**config.mk**
```make
export PLATFORM = sky130hd
export DESIGN_NAME = key_irq_ctrl_flat
export DESIGN_NICKNAME = d
export VERILOG_FILES = /design/src/rtl/key_irq_ctrl_if.sv /design/src/rtl/key_irq_ctrl.sv /design/src/flat_wrapper.sv
export SDC_FILE = /design/constraint.sdc
export NUM_CORES = 1
export LEC_CHECK = 0
export CAP_MARGIN = 20
export CORE_MARGIN = 8
export CORE_UTILIZATION = 54
export DETAILED_ROUTE_END_ITERATION = 6
export GPL_ROUTABILITY_DRIVEN = 0
export HOLD_SLACK_MARGIN = 0.12
export PLACE_DENSITY = 0.81
export SLEW_MARGIN = 20
export SYNTH_ARGS = -nofsm -noshare
export SYNTH_HDL_FRONTEND = slang
export SYNTH_SLANG_ARGS = --single-unit
export TNS_END_PERCENT = 50
```
**constraint.sdc**
```tcl
create_clock -name clk_clk -period 3.7 [get_ports clk_clk]
set_input_delay 0.925 -clock clk_clk [delete_from_list [all_inputs] [get_ports clk_clk]]
set_output_delay 0.925 -clock clk_clk [all_outputs]
set_load 0.02 [all_outputs]
```
**src/rtl/key_irq_ctrl_if.sv**
```systemverilog
// key_irq_ctrl_if: memory-mapped slave bus between the Nios master and
// key_irq_ctrl, including the level interrupt back to the processor.
//
// Handshake: a transfer happens on every clock edge where read or write is
// high; there is no wait state. readdata is registered and is valid the
// cycle after read, holding until the next read. irq is a level signal.
interface key_irq_ctrl_if;
    logic [1:0]  address;
    logic        read;
    logic        write;
    logic [31:0] writedata;
    logic [31:0] readdata;
    logic        irq;

    modport master (
        output address,
        output read,
        output write,
        output writedata,
        input  readdata,
        input  irq
    );

    modport slave (
        input  address,
        input  read,
        input  write,
        input  writedata,
        output readdata,
        output irq
    );
endinterface

```
**src/rtl/key_irq_ctrl.sv**
```systemverilog
// key_irq_ctrl: N-channel push-button/switch conditioner for the Nios system.
// Per channel: 2-FF synchroniser, debounce counter, polarity normalisation,
// configurable edge capture and a maskable level interrupt.
//
// Register map (word address):
//   0 DATA    RO   debounced key_state
//   1 IRQMASK RW   one bit per channel
//   2 EDGECAP R/W1C captured edges, a new edge wins over a same-cycle clear
//   3 MODE    RW   two bits per channel: 00 none, 01 rise, 10 fall, 11 both
//
// Optional feature macro: KEY_IRQ_CTRL_LED_MIRROR_EN adds the led_mirror
// output (key_state & ~irqmask, registered).
module key_irq_ctrl #(
    parameter int NUM_CH          = 4,
    parameter int DEBOUNCE_CYCLES = 1000000,
    parameter int ACTIVE_LOW      = 1
) (
    input  logic              clk_clk,
    input  logic              reset_reset_n,
    input  logic [NUM_CH-1:0] key_in,
    key_irq_ctrl_if.slave     avs,
    output logic [NUM_CH-1:0] key_state
`ifdef KEY_IRQ_CTRL_LED_MIRROR_EN
    ,
    output logic [NUM_CH-1:0] led_mirror
`endif
);

    localparam int CW = $clog2(DEBOUNCE_CYCLES + 1);
    localparam logic [CW-1:0] L_CNT_LAST = CW'(DEBOUNCE_CYCLES - 1);
    // Pin level that means "not pressed"; also the polarity inversion mask.
    localparam logic [NUM_CH-1:0] L_IDLE_PIN = (ACTIVE_LOW != 0) ? '1 : '0;

    logic [NUM_CH-1:0]   r_sync1;
    logic [NUM_CH-1:0]   r_sync2;
    logic [NUM_CH-1:0]   r_deb;
    logic [CW-1:0]       r_cnt [NUM_CH];
    logic [NUM_CH-1:0]   r_mask;
    logic [NUM_CH-1:0]   r_edgecap;
    logic [2*NUM_CH-1:0] r_mode;
    logic [31:0]         r_readdata;
    logic                r_irq;

    logic [NUM_CH-1:0]   w_logical;
    logic [NUM_CH-1:0]   w_deb_nxt;
    logic [CW-1:0]       w_cnt_nxt [NUM_CH];
    logic [NUM_CH-1:0]   w_rise;
    logic [NUM_CH-1:0]   w_fall;
    logic [NUM_CH-1:0]   w_set;
    logic [NUM_CH-1:0]   w_clr;
    logic [NUM_CH-1:0]   w_mask_nxt;
    logic [NUM_CH-1:0]   w_edgecap_nxt;
    logic [31:0]         w_rdata;
    logic                w_wr_mask;
    logic                w_wr_cap;
    logic                w_wr_mode;
    logic                w_unused_wdata;

    // Upper writedata bits beyond the widest register are intentionally ignored.
    assign w_unused_wdata = ^avs.writedata;

    assign w_logical = r_sync2 ^ L_IDLE_PIN;
    assign w_wr_mask = avs.write && (avs.address == 2'd1);
    assign w_wr_cap  = avs.write && (avs.address == 2'd2);
    assign w_wr_mode = avs.write && (avs.address == 2'd3);

    // Two-flop synchroniser; resets to the idle pin level so reset release
    // with keys idle never looks like a press.
    always_ff @(posedge clk_clk or negedge reset_reset_n) begin
        if (!reset_reset_n) begin
            r_sync1 <= L_IDLE_PIN;
            r_sync2 <= L_IDLE_PIN;
        end else begin
            r_sync1 <= key_in;
            r_sync2 <= r_sync1;
        end
    end

    // Debounce next-state: a new level is accepted only after DEBOUNCE_CYCLES
    // consecutive cycles differing from the current debounced level.
    always_comb begin
        w_deb_nxt = r_deb;
        for (int i = 0; i < NUM_CH; i++) begin
            w_cnt_nxt[i] = r_cnt[i];
            if (w_logical[i] == r_deb[i]) begin
                w_cnt_nxt[i] = '0;
            end else if (r_cnt[i] == L_CNT_LAST) begin
                w_deb_nxt[i] = w_logical[i];
                w_cnt_nxt[i] = '0;
            end else begin
                w_cnt_nxt[i] = r_cnt[i] + CW'(1);
            end
        end
    end

    // Edge qualification and next values of the software-visible registers.
    always_comb begin
        w_rise = w_deb_nxt & ~r_deb;
        w_fall = ~w_deb_nxt & r_deb;
        w_set  = '0;
        for (int i = 0; i < NUM_CH; i++) begin
            w_set[i] = (w_rise[i] & r_mode[2*i]) | (w_fall[i] & r_mode[2*i+1]);
        end
        w_clr         = w_wr_cap ? avs.writedata[NUM_CH-1:0] : '0;
        w_edgecap_nxt = (r_edgecap & ~w_clr) | w_set;
        w_mask_nxt    = w_wr_mask ? avs.writedata[NUM_CH-1:0] : r_mask;
    end

    // Debounce state and counters.
    always_ff @(posedge clk_clk or negedge reset_reset_n) begin
        if (!reset_reset_n) begin
            r_deb <= '0;
            for (int i = 0; i < NUM_CH; i++) begin
                r_cnt[i] <= '0;
            end
        end else begin
            r_deb <= w_deb_nxt;
            for (int i = 0; i < NUM_CH; i++) begin
                r_cnt[i] <= w_cnt_nxt[i];
            end
        end
    end

    // Control registers, edge capture and the registered interrupt line;
    // irq is computed from next-state values so it moves with the registers.
    always_ff @(posedge clk_clk or negedge reset_reset_n) begin
        if (!reset_reset_n) begin
            r_mask    <= '0;
            r_edgecap <= '0;
            r_mode    <= '0;
            r_irq     <= 1'b0;
        end else begin
            r_mask    <= w_mask_nxt;
            r_edgecap <= w_edgecap_nxt;
            if (w_wr_mode) begin
                r_mode <= avs.writedata[2*NUM_CH-1:0];
            end
            r_irq     <= |(w_edgecap_nxt & w_mask_nxt);
        end
    end

    // Read mux over current (pre-write) register values; unused bits read 0.
    always_comb begin
        w_rdata = '0;
        case (avs.address)
            2'd0:    w_rdata[NUM_CH-1:0]   = r_deb;
            2'd1:    w_rdata[NUM_CH-1:0]   = r_mask;
            2'd2:    w_rdata[NUM_CH-1:0]   = r_edgecap;
            2'd3:    w_rdata[2*NUM_CH-1:0] = r_mode;
            default: w_rdata               = '0;
        endcase
    end

    // Registered read data, updated only on a read strobe.
    always_ff @(posedge clk_clk or negedge reset_reset_n) begin
        if (!reset_reset_n) begin
            r_readdata <= '0;
        end else if (avs.read) begin
            r_readdata <= w_rdata;
        end
    end

    assign avs.readdata = r_readdata;
    assign avs.irq      = r_irq;
    assign key_state    = r_deb;

`ifdef KEY_IRQ_CTRL_LED_MIRROR_EN
    logic [NUM_CH-1:0] r_led;

    // LED feedback for keys whose interrupt is masked off.
    always_ff @(posedge clk_clk or negedge reset_reset_n) begin
        if (!reset_reset_n) begin
            r_led <= '0;
        end else begin
            r_led <= r_deb & ~r_mask;
        end
    end

    assign led_mirror = r_led;
`endif

endmodule

```
**src/flat_wrapper.sv**
```systemverilog
// flat-port wrapper written by rule: the top's interface ports become plain ports
module key_irq_ctrl_flat 
#(
    parameter int NUM_CH          = 4,
    parameter int DEBOUNCE_CYCLES = 1000000,
    parameter int ACTIVE_LOW      = 1
)
  (clk_clk, reset_reset_n, key_in, key_state, avs_address, avs_read, avs_write, avs_writedata, avs_readdata, avs_irq);
  key_irq_ctrl_if avs_i ();
  input  logic clk_clk;
  input  logic reset_reset_n;
  input  logic [NUM_CH-1:0] key_in;
  output logic [NUM_CH-1:0] key_state;
  input wire logic [$bits(avs_i.address)-1:0] avs_address;
  input wire logic [$bits(avs_i.read)-1:0] avs_read;
  input wire logic [$bits(avs_i.write)-1:0] avs_write;
  input wire logic [$bits(avs_i.writedata)-1:0] avs_writedata;
  output wire logic [$bits(avs_i.readdata)-1:0] avs_readdata;
  output wire logic [$bits(avs_i.irq)-1:0] avs_irq;
  assign avs_i.address = avs_address;
  assign avs_i.read = avs_read;
  assign avs_i.write = avs_write;
  assign avs_i.writedata = avs_writedata;
  assign avs_readdata = avs_i.readdata;
  assign avs_irq = avs_i.irq;
  key_irq_ctrl #(.NUM_CH(NUM_CH), .DEBOUNCE_CYCLES(DEBOUNCE_CYCLES), .ACTIVE_LOW(ACTIVE_LOW)) u_core (.clk_clk(clk_clk), .reset_reset_n(reset_reset_n), .key_in(key_in), .avs(avs_i), .key_state(key_state));
endmodule
```
### Supply network, run 1

Bar = 20 um. Pins as bars on the die edge. Tap cells in gray.
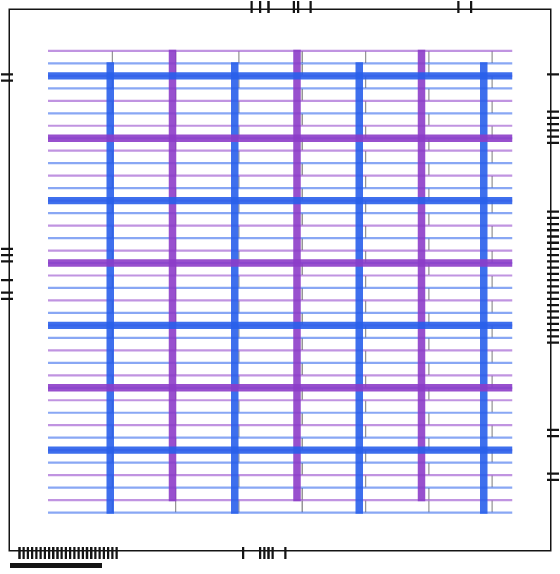
VSS: shown in blue. VDD: shown in purple.
136 tap cells. 38 met1 rails follow the rows. 79 signal pins sit on the boundary. The core has 37 rows. 7 straps on met4.

### Cell classes on the final placement, run 1

Bar = 20 um.
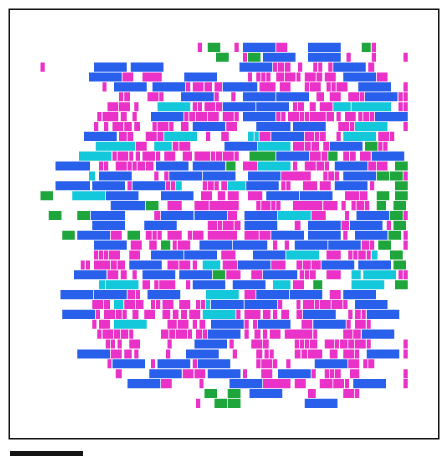
clock drivers and dummy loads: shown in cyan, cells 32, share of their area 9.1%. sequential cells: shown in blue, cells 117, share of their area 46%. combinational and other logic: shown in magenta, cells 406, share of their area 39%. remaining buffers and delay cells: shown in green, cells 36, share of their area 5.6%.

### Clock network drawn from the DEF, run 1

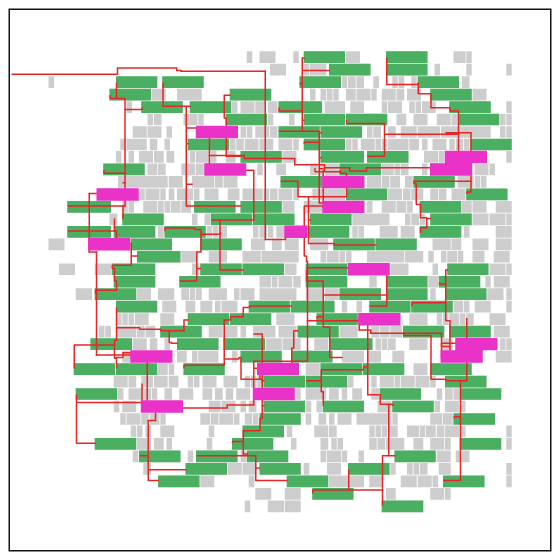
clock wires: shown in red, length 1400 um. flip-flops: shown in green, count 117. clock drivers: shown in magenta, count 17.
There are 18 routed clock nets.

### Wiring by layer, run 1

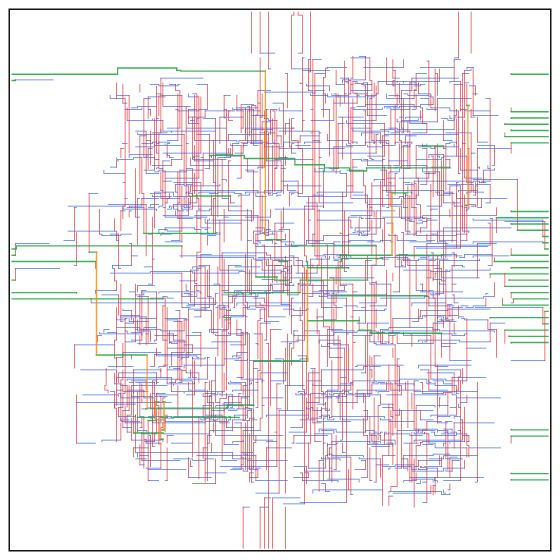
metal 4: shown in orange, wire length 141 um. metal 2: shown in red, wire length 5440 um. metal 1: shown in blue, wire length 4650 um. metal 3: shown in green, wire length 741 um.

==> flow_metrics.env, run 1 <==
# implementation run metrics
export IMPL_status="complete, no violations"
export IMPL_grt_setup_unrepaired="false"
export IMPL_whs_ns=0.357
export IMPL_synth_chip_area_um2=5590
export IMPL_cp_max_fo=5
export IMPL_drc=0
export IMPL_flop_area_um2=2940
export IMPL_h_tree_depth=4
export IMPL_critPathLaunchType="flip-flop"
export IMPL_p_sw_share_pct=22.3
export IMPL_worstPathArrival_ns=1.57
export IMPL_crit_family="buffers and inverters"
export IMPL_ys_warn_count=0
export IMPL_grt_util_met1_pct=20.3
export IMPL_power_top_group="clock"
export IMPL_hold_viol_final=0
export IMPL_slew_violations=0
export IMPL_cts_path_max_buffers=2
export IMPL_comb_cell_power_mw=0.222
export IMPL_synthMuxAreaShare_pct=4.84
export IMPL_areaGrowthSynthToFinish_pct=16.9
export IMPL_setup_violations_final=0
export IMPL_largest_class="registers"
export IMPL_wl_met2_um=5440
export IMPL_grt_ovfl_total=0
export IMPL_path_depth=1
export IMPL_yosys_stat_cells=535
export IMPL_async_reset_ff_share_pct=100
export IMPL_edf_count=0
export IMPL_flop_cell="dfrtp_1"
export IMPL_syn_area_um2=5590
export IMPL_worstReg2RegEnd="u_core.r_cnt[53]"
export IMPL_layout_nets=624
export IMPL_end_kind="primary output"
export IMPL_comb_share_pct=37.1
export IMPL_track_usage_pct=16.8
export IMPL_clkCellAreaFrac_pct=8.83
export IMPL_cts_hold_buf=0
export IMPL_switchingPower_mw=0.707
export IMPL_n_sequential_cell=117
export IMPL_largest_reg_flops=80
export IMPL_logic_family="simple AND/OR/NAND/NOR gates"
export IMPL_drtAntennaViolNets=0
export IMPL_gr_usage_met3_pct=6.57
export IMPL_dp_hpwl_um=7560
export IMPL_layout_nonclk_buf_share_pct=5.44
run 1: stage by stage:
step                      power, mW  setup slack [ns]  cell area, um2  utilization, %
after floorplan                1.54              1.48            5670               -
after global placement         1.61             0.827            5950            58.5
after detailed placement       1.63             0.797            5950            58.5
after CTS                      3.20              1.16            6530            64.1
after global routing           3.29              1.11            6530            64.1
final                          3.16              1.20            6530            64.1
run 1: worst max path at each step:
stage / from / endpoint / slack (ns)
floorplan: avs_address[1] / u_core.avs.irq / 1.48
global placement: avs_address[0] / u_core.avs.irq / 0.83
detailed placement: avs_address[0] / u_core.avs.irq / 0.80
CTS: u_core.key_state[1] / key_state[1] / 1.16
global route: u_core.key_state[0] / key_state[0] / 1.11
finish: u_core.key_state[0] / key_state[0] / 1.20
run 1: synthesized netlist by cell type, types with 2 or more instances:
library cell / n / area [um2]
a21boi_0: 2 / 15.0
or4_1: 4 / 30.0
nand4b_1: 4 / 35.0
ha_1: 4 / 50.1
o22ai_1: 4 / 25.0
dfrtp_1: 109 / 2730
nor4_2: 3 / 37.5
nor2b_1: 3 / 18.8
mux2_2: 16 / 180
buf_2: 6 / 30.0
nand4_1: 15 / 93.8
and2_1: 4 / 25.0
inv_1: 18 / 67.6
xnor2_1: 40 / 350
nand3_1: 31 / 155
nor3_1: 13 / 65.1
nand2_1: 40 / 150
o21ai_1: 9 / 45.0
buf_4: 28 / 210
xor2_1: 32 / 280
mux4_2: 4 / 90.1
and4_1: 3 / 26.3
and3_1: 8 / 50.1
or4b_1: 2 / 20.0
a22o_1: 4 / 35.0
nor3b_1: 2 / 15.0
dfstp_2: 8 / 210
nor2_1: 102 / 383
==> inputs of run 2 (changes only) <==
- CORE_UTILIZATION: 54 -> 49
- PLACE_DENSITY: 0.81 -> 0.78
- clock period: 3.7 -> 2.06 ns (I/O delays scaled with it)
### Supply network, run 2

Bar = 20 um. Pins as bars on the die edge. Tap cells in gray.
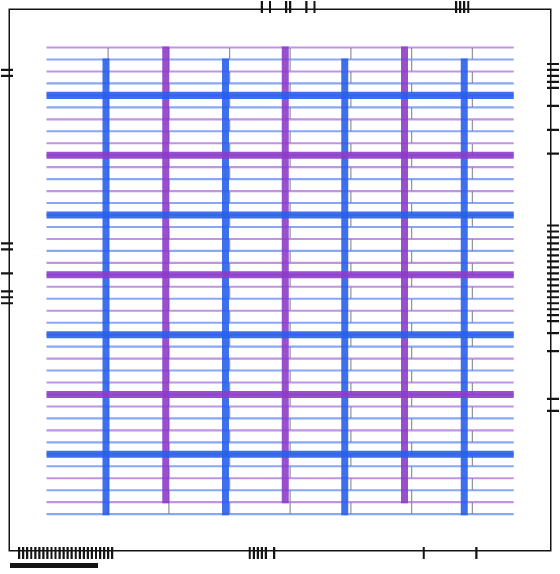
VDD: shown in purple. VSS: shown in blue.
79 signal pins sit on the boundary. 7 straps on met4. 7 straps on met5. 40 met1 rails follow the rows.

==> flow_metrics.env, run 2 <==
# implementation run metrics
export IMPL_status="complete, no violations"
export IMPL_flop_cell="dfrtp_1"
export IMPL_h_tree_depth=4
export IMPL_cts_hold_buf=1
export IMPL_logic_family="simple AND/OR/NAND/NOR gates"
export IMPL_yosys_area_top_type="dfrtp_1"
export IMPL_finalPower_mw=5.82
export IMPL_synth_chip_area_um2=5590
export IMPL_topCellsByArea="dfrtp_1 49%, nor2_1 6.9%, xnor2_1 6.3%"
export IMPL_most_common_cell="dfrtp_1"
export IMPL_layout_nets=635
export IMPL_ys_top_cells_by_count="109 x dfrtp_1, 102 x nor2_1, 40 x nand2_1, 40 x xnor2_1, 32 x xor2_1"
export IMPL_critPathLaunchType="flip-flop"
export IMPL_grt_util_met1_pct=19.1
export IMPL_slew_violations=0
export IMPL_dp_hpwl_um=7780
export IMPL_hold_viol_final=0
export IMPL_crit_family="buffers and inverters"
export IMPL_syn_area_um2=5590
export IMPL_drtAntennaViolNets=0
export IMPL_setup_violations_final=0
export IMPL_grt_ovfl_total=0
export IMPL_cp_max_fo=5
## run 2: cell counts after synthesis
Identical to the previous run, type by type.
## run 2: worst max-delay path by stage
stage / slack [ns] / start / cells after the start / endpoint
after floorplan: 0.25 / avs_address[1] / 5 / u_core.avs.irq
after global placement: -0.11 / avs_address[0] / 6 / u_core.avs.irq
after detailed placement: -0.17 / avs_address[1] / 5 / u_core.avs.irq
after CTS: 0.04 / u_core.key_state[0] / 1 / key_state[0]
after global routing: 0.002 / u_core.key_state[0] / 1 / key_state[0]
final: 0.06 / u_core.key_state[0] / 1 / key_state[0]
## run 2: power groups by stage
stage	Sequential [mW]	Clock (mW)	Combinational [mW]
after floorplan	2.52	0	0.243
after global placement	2.51	0	0.414
after detailed placement	2.52	0	0.429
after CTS	2.48	2.95	0.434
after global routing	2.50	3.07	0.469
final	2.49	2.91	0.428
## run 2: cell type report
cell class	instances	area (um2)	share of cell area, %
flip-flops and latches	117	2940	43.8
inverters	18	67.6	1.01
multi-input cells	388	2420	36.1
clock buffers	22	494	7.37
repair buffers	47	503	7.50
well taps	143	179	2.67
clock inverters	9	100	1.49
## run 2: cell families after synthesis
family          after synthesis
other cells                   1
mux                          20
xor+xnor                     72
simple gates                245
compound gates               23
fa+ha+maj                     4
flops                       117
buf+inv                      53
## run 2: per-stage QoR
| stage | cells | utilization, % | cell area (um2) | worst slack [ns] | hold WS (ns) |
|---|---|---|---|---|---|
| after floorplan | 558 | - | 5670 | 0.253 | 0.219 |
| after global placement | 712 | 54.1 | 6100 | -0.112 | 0.347 |
| after detailed placement | 712 | 54.1 | 6100 | -0.172 | 0.347 |
| after CTS | 744 | 59.5 | 6710 | 0.0396 | 0.354 |
| after global routing | 744 | 59.5 | 6710 | 0.00200 | 0.358 |
| final | 744 | 59.5 | 6710 | 0.0584 | 0.354 |
==> inputs of run 3 (changes only) <==
- CTS_BUF_LIST: unset -> sky130_fd_sc_hd__clkbuf_16
### Congestion heat map, run 3

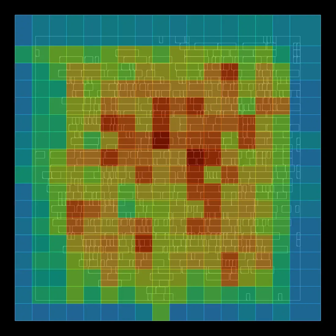
M1 GR Usage: 19.0%
total track usage: 16.2%
Top Usage Layer GRT: met2
GR Layer Usage met2: 27.2%
met3 Track Usage GR: 5.66%

==> flow_metrics.env, run 3 <==
# implementation run metrics
export IMPL_status="complete, no violations"
export IMPL_hold_viol_final=0
export IMPL_synthMuxAreaShare_pct=4.84
export IMPL_worstPathArrival_ns=1.48
export IMPL_flop_cell="dfrtp_1"
export IMPL_layout_nets=635
export IMPL_end_kind="primary output"
export IMPL_logic_area_um2=2430
export IMPL_finalNonFillerCells=744
export IMPL_stdcell_area_um2=6660
export IMPL_grt_setup_unrepaired="false"
export IMPL_grt_ovfl_total=0
export IMPL_slew_violations=0
export IMPL_setup_violations_final=0
export IMPL_drc=0
export IMPL_dp_cells=712
export IMPL_critPathLaunchType="flip-flop"
export IMPL_wl_met2_um=5840
export IMPL_cp_max_fo=5
export IMPL_yosys_area_top_type="dfrtp_1"
export IMPL_logic_family="simple AND/OR/NAND/NOR gates"
export IMPL_async_reset_ff_share_pct=100
export IMPL_placedInstanceArea_um2=6100
export IMPL_cts_path_max_buffers=2
export IMPL_yosys_stat_cells=535
export IMPL_h_tree_depth=4
export IMPL_syn_area_um2=5590
export IMPL_ys_warn_count=0
export IMPL_topCellsByArea="dfrtp_1 49%, nor2_1 6.9%, xnor2_1 6.3%"
export IMPL_largest_reg_flops=80
export IMPL_most_common_cell="dfrtp_1"
export IMPL_dp_hpwl_um=7780
export IMPL_crit_family="buffers and inverters"
export IMPL_top_cell_area_share_pct=48.8
export IMPL_flop_area_um2=2940
## run 3: cell type report
cell class,instances,area share [%]
clock buffer,17,6.39
clock inverter,14,1.79
inverter,18,1.01
multi-input combinational,388,36.5
sequential,117,44.1
tap,143,2.69
timing repair buffer,47,7.55
## run 3: path summary, 6_finish.rpt
kind | from | endpoint | slack, ns | cells past startpoint
max in group asynchronous | reset_reset_n | u_core.r_sync2[3] | 0.84 | 3
worst max register to register | u_core.r_cnt[31] | u_core.r_cnt[34] | 0.11 | 6
min in group asynchronous | reset_reset_n | u_core.r_cnt[37] | 0.59 | 2
worst min register to register | u_core.r_sync1[0] | u_core.r_sync2[0] | 0.35 | 0
worst max-delay path | u_core.key_state[0] | key_state[0] | 0.07 | 1
worst min-delay path | u_core.r_sync1[0] | u_core.r_sync2[0] | 0.35 | 0
## run 3: where the power goes
| part | switching, mW | internal (mW) |
|---|---|---|
| Sequential | 0.0800 | 2.41 |
| Combinational | 0.232 | 0.197 |
| Clock | 0.970 | 1.73 |
## run 3: per-stage QoR
| stage | util, % | hold WS (ns) | setup TNS [ns] | power (mW) | worst slack [ns] |
|---|---|---|---|---|---|
| floorplan | - | 0.219 | 0 | 2.76 | 0.253 |
| CTS | 59.0 | 0.354 | 0 | 5.68 | 0.0371 |
| detailed placement | 54.1 | 0.347 | -0.388 | 2.95 | -0.172 |
| global route | 59.1 | 0.358 | 0 | 5.83 | 0.00970 |
| finish | 59.1 | 0.354 | 0 | 5.62 | 0.0662 |
| global placement | 54.1 | 0.347 | -0.158 | 2.93 | -0.112 |
## run 3: repair_timing
action	4_1_cts	5_1_grt
gates resized	0	1
endpoints found under the setup margin	0	2
hold buffers	1	0
endpoints found under the hold margin	26	0
No activity file was given, so power comes from the tool's default toggle rates.
